run_1/congestion.png
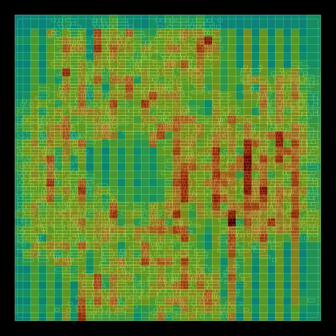
run_1/flops_by_reg.png
Scale: 1 px per um. Other sequential cells in the stronger gray, the rest of the logic in the fainter gray.
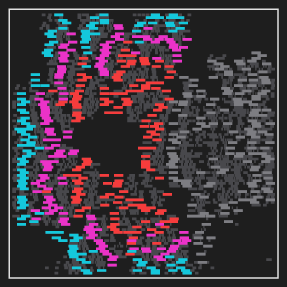
run_1/io_fan.png
Scale: 1.5 px per um.
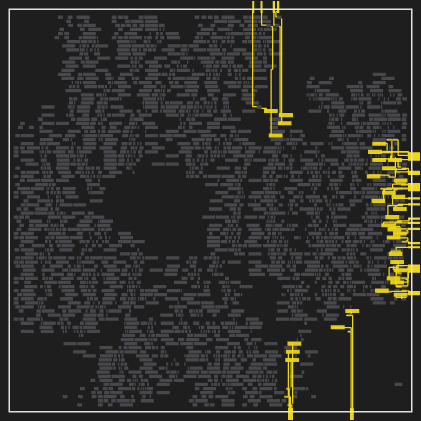
===== config.mk =====
export PLATFORM = sky130hd
export DESIGN_NAME = abs_sum_window_accum
export DESIGN_NICKNAME = d
export VERILOG_FILES = /design/src/rtl/abs_sum_window_accum.sv
export SDC_FILE = /design/constraint.sdc
export NUM_CORES = 1
export LEC_CHECK = 0
export CORE_MARGIN = 2
export CORE_UTILIZATION = 37
export CTS_CLUSTER_DIAMETER = 60
export DETAILED_ROUTE_END_ITERATION = 12
export PLACE_DENSITY = 0.65
export SLEW_MARGIN = 30
export SYNTH_ARGS = -nofsm -noshare
export SYNTH_HDL_FRONTEND = slang
export SYNTH_SLANG_ARGS = --single-unit

===== constraint.sdc =====
create_clock -name clk -period 6.4 [get_ports clk]
set_input_delay 1.28 -clock clk [delete_from_list [all_inputs] [get_ports clk]]
set_output_delay 1.28 -clock clk [all_outputs]
set_load 0.03 [all_outputs]

===== src/rtl/abs_sum_window_accum.sv =====
// Streaming absolute-sum energy accumulator: per-lane |x|, registered adder
// tree, and a saturating window accumulator with detect/sat flags and index.

module abs_sum_window_accum_lane #(
    parameter int SAMPLE_W = 8
) (
    input  logic                clk,
    input  logic                rst_n,
    input  logic [SAMPLE_W-1:0] x,
    output logic [SAMPLE_W:0]   mag
);
    // One extra bit so |most-negative| is exact.
    logic [SAMPLE_W:0] ext;
    assign ext = {x[SAMPLE_W-1], x};

    always_ff @(posedge clk or negedge rst_n) begin
        if (!rst_n) mag <= '0;
        else        mag <= ext[SAMPLE_W] ? -ext : ext;
    end
endmodule

module abs_sum_window_accum #(
    parameter int LANES      = 16,
    parameter int SAMPLE_W   = 8,
    parameter int ACC_W      = 32,
    parameter int WINDOW_LEN = 64
) (
    input  logic                      clk,
    input  logic                      rst_n,
    input  logic                      InValid,
    input  logic [LANES*SAMPLE_W-1:0] InData,
    input  logic                      Clear,
    input  logic [ACC_W-1:0]          Threshold,
    output logic                      OutValid,
    output logic [ACC_W-1:0]          OutSum,
    output logic                      OutDetect,
    output logic                      OutSat,
    output logic [15:0]               OutWindowIdx
);
    localparam int LOG2L    = $clog2(LANES);
    localparam int TREE_LAT = 1 + LOG2L;
    localparam int BW       = SAMPLE_W + 1 + LOG2L;
    localparam int SW       = ((ACC_W > BW) ? ACC_W : BW) + 1;
    localparam int CW       = (WINDOW_LEN > 1) ? $clog2(WINDOW_LEN) : 1;

    // vld_pipe[0]: input register, [1]: abs stage, [1+l]: tree level l.
    logic [TREE_LAT:0]                vld_pipe;
    logic [LANES-1:0][SAMPLE_W-1:0]   in_q;
    logic [ACC_W-1:0]                 thr_q;
    logic [ACC_W-1:0]                 acc;
    logic [CW-1:0]                    cnt;
    logic                             sticky;
    logic [15:0]                      win_cnt;
    logic [BW-1:0]                    beat;

    always_ff @(posedge clk or negedge rst_n) begin
        if (!rst_n) begin
            in_q  <= '0;
            thr_q <= '0;
        end else begin
            in_q  <= InData;
            thr_q <= Threshold;
        end
    end

    for (genvar l = 0; l <= LOG2L; l++) begin : g_lvl
        localparam int N = LANES >> l;
        localparam int W = SAMPLE_W + 1 + l;
        logic [N-1:0][W-1:0] node;

        if (l == 0) begin : g_abs
            for (genvar i = 0; i < LANES; i++) begin : g_lane
                abs_sum_window_accum_lane #(.SAMPLE_W(SAMPLE_W)) u_lane (
                    .clk   (clk),
                    .rst_n (rst_n),
                    .x     (in_q[i]),
                    .mag   (node[i])
                );
            end
        end else begin : g_add
            always_ff @(posedge clk or negedge rst_n) begin
                if (!rst_n) node <= '0;
                else
                    for (int i = 0; i < N; i++)
                        node[i] <= W'(g_lvl[l-1].node[2*i]) + W'(g_lvl[l-1].node[2*i+1]);
            end
        end
    end

    assign beat = g_lvl[LOG2L].node[0];

    logic [SW-1:0]    sum_full;
    logic             clip;
    logic [ACC_W-1:0] sum_sat;
    logic             last;

    // Add in a width that holds both operands plus carry, then clip.
    always_comb begin
        sum_full = {{(SW-ACC_W){1'b0}}, acc} + {{(SW-BW){1'b0}}, beat};
        clip     = |sum_full[SW-1:ACC_W];
        sum_sat  = clip ? '1 : sum_full[ACC_W-1:0];
        last     = (cnt == CW'(WINDOW_LEN-1));
    end

    always_ff @(posedge clk or negedge rst_n) begin
        if (!rst_n) begin
            vld_pipe     <= '0;
            acc          <= '0;
            cnt          <= '0;
            sticky       <= 1'b0;
            win_cnt      <= '0;
            OutValid     <= 1'b0;
            OutSum       <= '0;
            OutDetect    <= 1'b0;
            OutSat       <= 1'b0;
            OutWindowIdx <= '0;
        end else begin
            OutValid <= 1'b0;
            if (Clear) begin
                // Window count and output values survive a flush.
                vld_pipe <= '0;
                acc      <= '0;
                cnt      <= '0;
                sticky   <= 1'b0;
            end else begin
                vld_pipe <= {vld_pipe[TREE_LAT-1:0], InValid};
                if (vld_pipe[TREE_LAT]) begin
                    if (last) begin
                        OutValid     <= 1'b1;
                        OutSum       <= sum_sat;
                        OutDetect    <= (sum_sat >= thr_q);
                        OutSat       <= sticky | clip;
                        OutWindowIdx <= win_cnt;
                        win_cnt      <= win_cnt + 16'd1;
                        acc          <= '0;
                        cnt          <= '0;
                        sticky       <= 1'b0;
                    end else begin
                        acc    <= sum_sat;
                        cnt    <= cnt + CW'(1);
                        sticky <= sticky | clip;
                    end
                end
            end
        end
    end
endmodule


==> impl_metrics.yaml, run 1 <==
# flow metrics
status:
  status: "completed"
timing:
  max_slew_margin: 0.348
synthesis:
  top_area_frac: 0.563
  ys_cells: 2208
power_and_ir_drop:
  combPwrFrac: 0.273
  seqPwrFrac: 0.390
  pwr-share-clk: 0.338
  power.internal_mw: 8.02
routing:
  via_per_inst: 4.74
  wirelength_met1_um: 21500
  drc: 0
run:
  warning_count: 30
cells_and_area:
  seq_share: 0.461
  layout-drive-gt1-share: 0.0659
  diodes: 0
  lay_top_count: "dfrtp_1"
  inverters_excl_clock: 186
  utilization: 0.456
  reg_top3: "g_lvl.node (148), g_lvl.g_abs.g_lane.u_lane.mag (144), in_q (128)"
grt:
  grt_pass1_wl_um: 83400
die:
  dieHeight_um: 267
  die_w_um: 267
hold_path:
  min_path_cells: 0
clock_network:
  tritoncts: "yes"
placement:
  place_congestion: 0.893
About congestion.png:
met1 usage: 0.179
met2 Usage GRT: 0.247

About flops_by_reg.png:
| name in the netlist | color | flops |
|---|---|---|
| g_lvl.g_abs.g_lane.u_lane.mag | magenta | 144 |
| in_q | cyan | 128 |
| g_lvl.node | red | 148 |
not colored: 157

About io_fan.png:
| port | color | bits | direction | edge | end cells | wire |
|---|---|---|---|---|---|---|
| Threshold | yellow | 32 | input | 23 right, 5 bottom, 4 top | 32 | 1190 um |
I/O Buffers: 214
num ports: 215

-- run 1: Yosys cell counts, types with 3 or more instances --
library cell	count
o21ai_1	5
fa_1	16
a2111oi_0	9
clkbuf_1	19
nand3_1	31
nor3_1	12
or3_1	29
a22o_1	18
o31ai_1	26
dfrtp_1	577
and4_1	3
xnor2_1	181
a31oi_1	24
a21oi_1	133
nand2_1	201
nor2_1	81
mux2_2	6
a211oi_1	6
o21ai_2	3
nor4_1	15
o211ai_1	9
or2_2	11
nand4_1	15
xor2_1	46
o21a_1	7
buf_4	4
a21o_1	40
nand2b_1	37
nor4bb_1	4
o21ai_0	121
o41ai_1	5
nor2b_1	18
nor3_2	3
mux2i_1	3
inv_1	185
buf_2	9
and3_1	14
a2111oi_4	3
a21boi_0	11
ha_1	209
or4_1	3
o21bai_1	18
--- run 2 (diff from run 1) ---
clock period = 4.92 ns   (was 6.4 ns; I/O delays follow)
run_2/io_fan.png
Scale: 1.5 px per um.
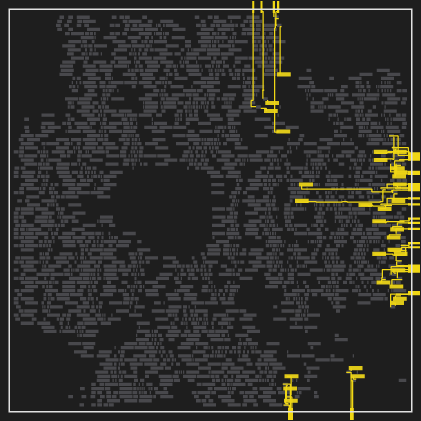

run_2/congestion.png
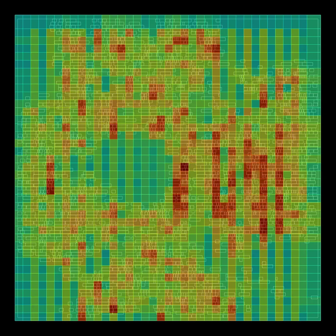
total track usage: 0.146
GR peak layer: met2
met1 usage: 0.178
M3 GR Usage: 0.0311

==> run 2 against run 1 <==
Routed wire length rose by 1.7%. Combinational power rose by 29%. Total power rose by 30%.
==> impl_metrics.yaml, run 2 <==
# flow metrics
run:
  warning_count: 29
power_and_ir_drop:
  combPwrFrac: 0.271
  pwr-share-clk: 0.338
  seqPwrFrac: 0.391
  power.internal_mw: 10.5
cells_and_area:
  mi_logic_area_sq_mm: 0.0104
  lay_top_count: "dfrtp_1"
  inverters_excl_clock: 186
  utilization: 0.457
  seq_share: 0.460
  layout-drive-gt1-share: 0.0697
  non_clock_buffer_count: 233
  reg_top3: "g_lvl.node (148), g_lvl.g_abs.g_lane.u_lane.mag (144), in_q (128)"
  diodes: 0
  largest_reg_flops: 148
routing:
  drt-total-wl_um: 50300
  via_per_inst: 4.75
synthesis:
  flop_cell: "dfrtp_1"
  async_flop_share: 1.00
  ys_cells: 2208
  top_area_frac: 0.563
  most_common_cell: "dfrtp_1"
die:
  io_pins: 215
  dieHeight_um: 267
  core_sq_mm: 0.0686
  die_w_um: 267
status:
  status: "completed"
clock_network:
  tritoncts: "yes"
  cts_resized: 0
placement:
  place_congestion: 0.878
grt:
  grt_pass1_wl_um: 84700
  use_met2: 0.250
timing:
  max_slew_margin: 0.456
run 2: netlist changes by cell type in the layout (fill, tap and decap cells not counted), moves of 2 or more:
cell	delta
clkbuf_16	+4
clkbuf_1	-6
clkbuf_8	+3
buf_4	+9
clkinv_2	-3
bufinv_16	-2
inv_6	+2
run 2: worst paths after layout:
path | from | endpoint | slack [ns] | depth (start not counted)
max reg2reg | acc[0] | OutDetect | 0.55 | 17
min in group clk | in_q[40] | g_lvl[0].g_abs.g_lane[5].u_lane.mag[0] | 0.40 | 0
max | acc[0] | OutDetect | 0.55 | 17
min reg2reg | in_q[40] | g_lvl[0].g_abs.g_lane[5].u_lane.mag[0] | 0.40 | 0
min | rst_n | thr_q[13] | 0.31 | 1
max in group asynchronous | rst_n | in_q[79] | 3.49 | 3
--- run 3 (diff from run 2) ---
CORE_UTILIZATION = 35   (was 37)
PLACE_DENSITY = 0.63   (was 0.65)
SLEW_MARGIN = 20   (was 30)
run_3/congestion.png
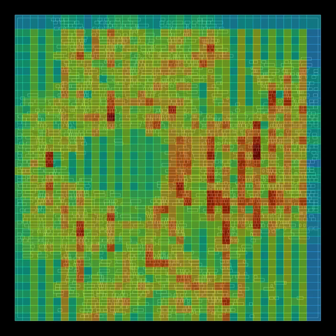
post-layout util: 0.433
total track usage: 0.138
M3 GR Usage: 0.0305

run_3/flops_by_reg.png
Scale: 1 px per um. Other sequential cells in the stronger gray, the rest of the logic in the fainter gray.
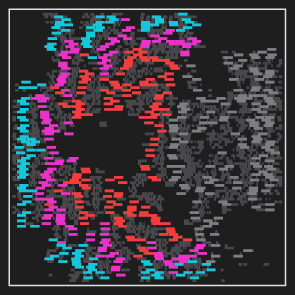
| name in the netlist | color | flops |
|---|---|---|
| in_q | cyan | 128 |
| g_lvl.node | red | 148 |
| g_lvl.g_abs.g_lane.u_lane.mag | magenta | 144 |
not colored: 157

==> run 3 against run 2 <==
Routed wire length grew 1.1%. Clock power grew 3%. Synthesized cell count is the same. Global-route usage shrank 0.86 points. Final cell count grew 1.0%. Total power grew 1.3%. Sequential share of layout area shrank 0.16 points. Clock skew shrank 0.0054 ns. Largest power group unchanged.
==> impl_metrics.yaml, run 3 <==
# flow metrics
status:
  status: "completed"
synthesis:
  ys_cells: 2208
  flop_cell: "dfrtp_1"
  most_common_cell: "dfrtp_1"
  async_flop_share: 1.00
  top_area_frac: 0.563
cells_and_area:
  reg_top3: "g_lvl.node (148), g_lvl.g_abs.g_lane.u_lane.mag (144), in_q (128)"
  largest_reg_flops: 148
  lay_top_count: "dfrtp_1"
  layout-drive-gt1-share: 0.0722
  inverters_excl_clock: 186
timing:
  max_slew_margin: 0.292
setup_path:
  crit_cells: 16
  reg2reg_depth: 16
die:
  io_pins: 215
  core_sq_mm: 0.0727
power_and_ir_drop:
  combPwrFrac: 0.270
  power.internal_mw: 10.5
  seqPwrFrac: 0.386
run:
  warning_count: 30
routing:
  drt-total-wl_um: 50800
clock_network:
  tritoncts: "yes"
  cts_resized: 0
grt:
  grt_pass1_wl_um: 83900
placement:
  place_congestion: 0.868
## run 3: final timing paths
path                          from                                     end  slack (ns)
setup / recovery            acc[0]                               OutDetect        0.67
hold / removal               rst_n                               thr_q[13]        0.40
setup reg to reg            acc[0]                               OutDetect        0.67
hold reg to reg            in_q[8]  g_lvl[0].g_abs.g_lane[1].u_lane.mag[0]        0.40
max in group asynchronous    rst_n                                in_q[64]        3.37
min in group clk           in_q[8]  g_lvl[0].g_abs.g_lane[1].u_lane.mag[0]        0.40
## run 3: layer usage
layer,GRT usage,vias up,share of wire
li1,-,8095,-
met1,0.173,8018,0.44
met2,0.235,313,0.49
met3,0.0305,81,0.049
met4,0.0442,0,0.024
met5,0,-,0
No activity file was given, so power comes from the tool's default toggle rates.
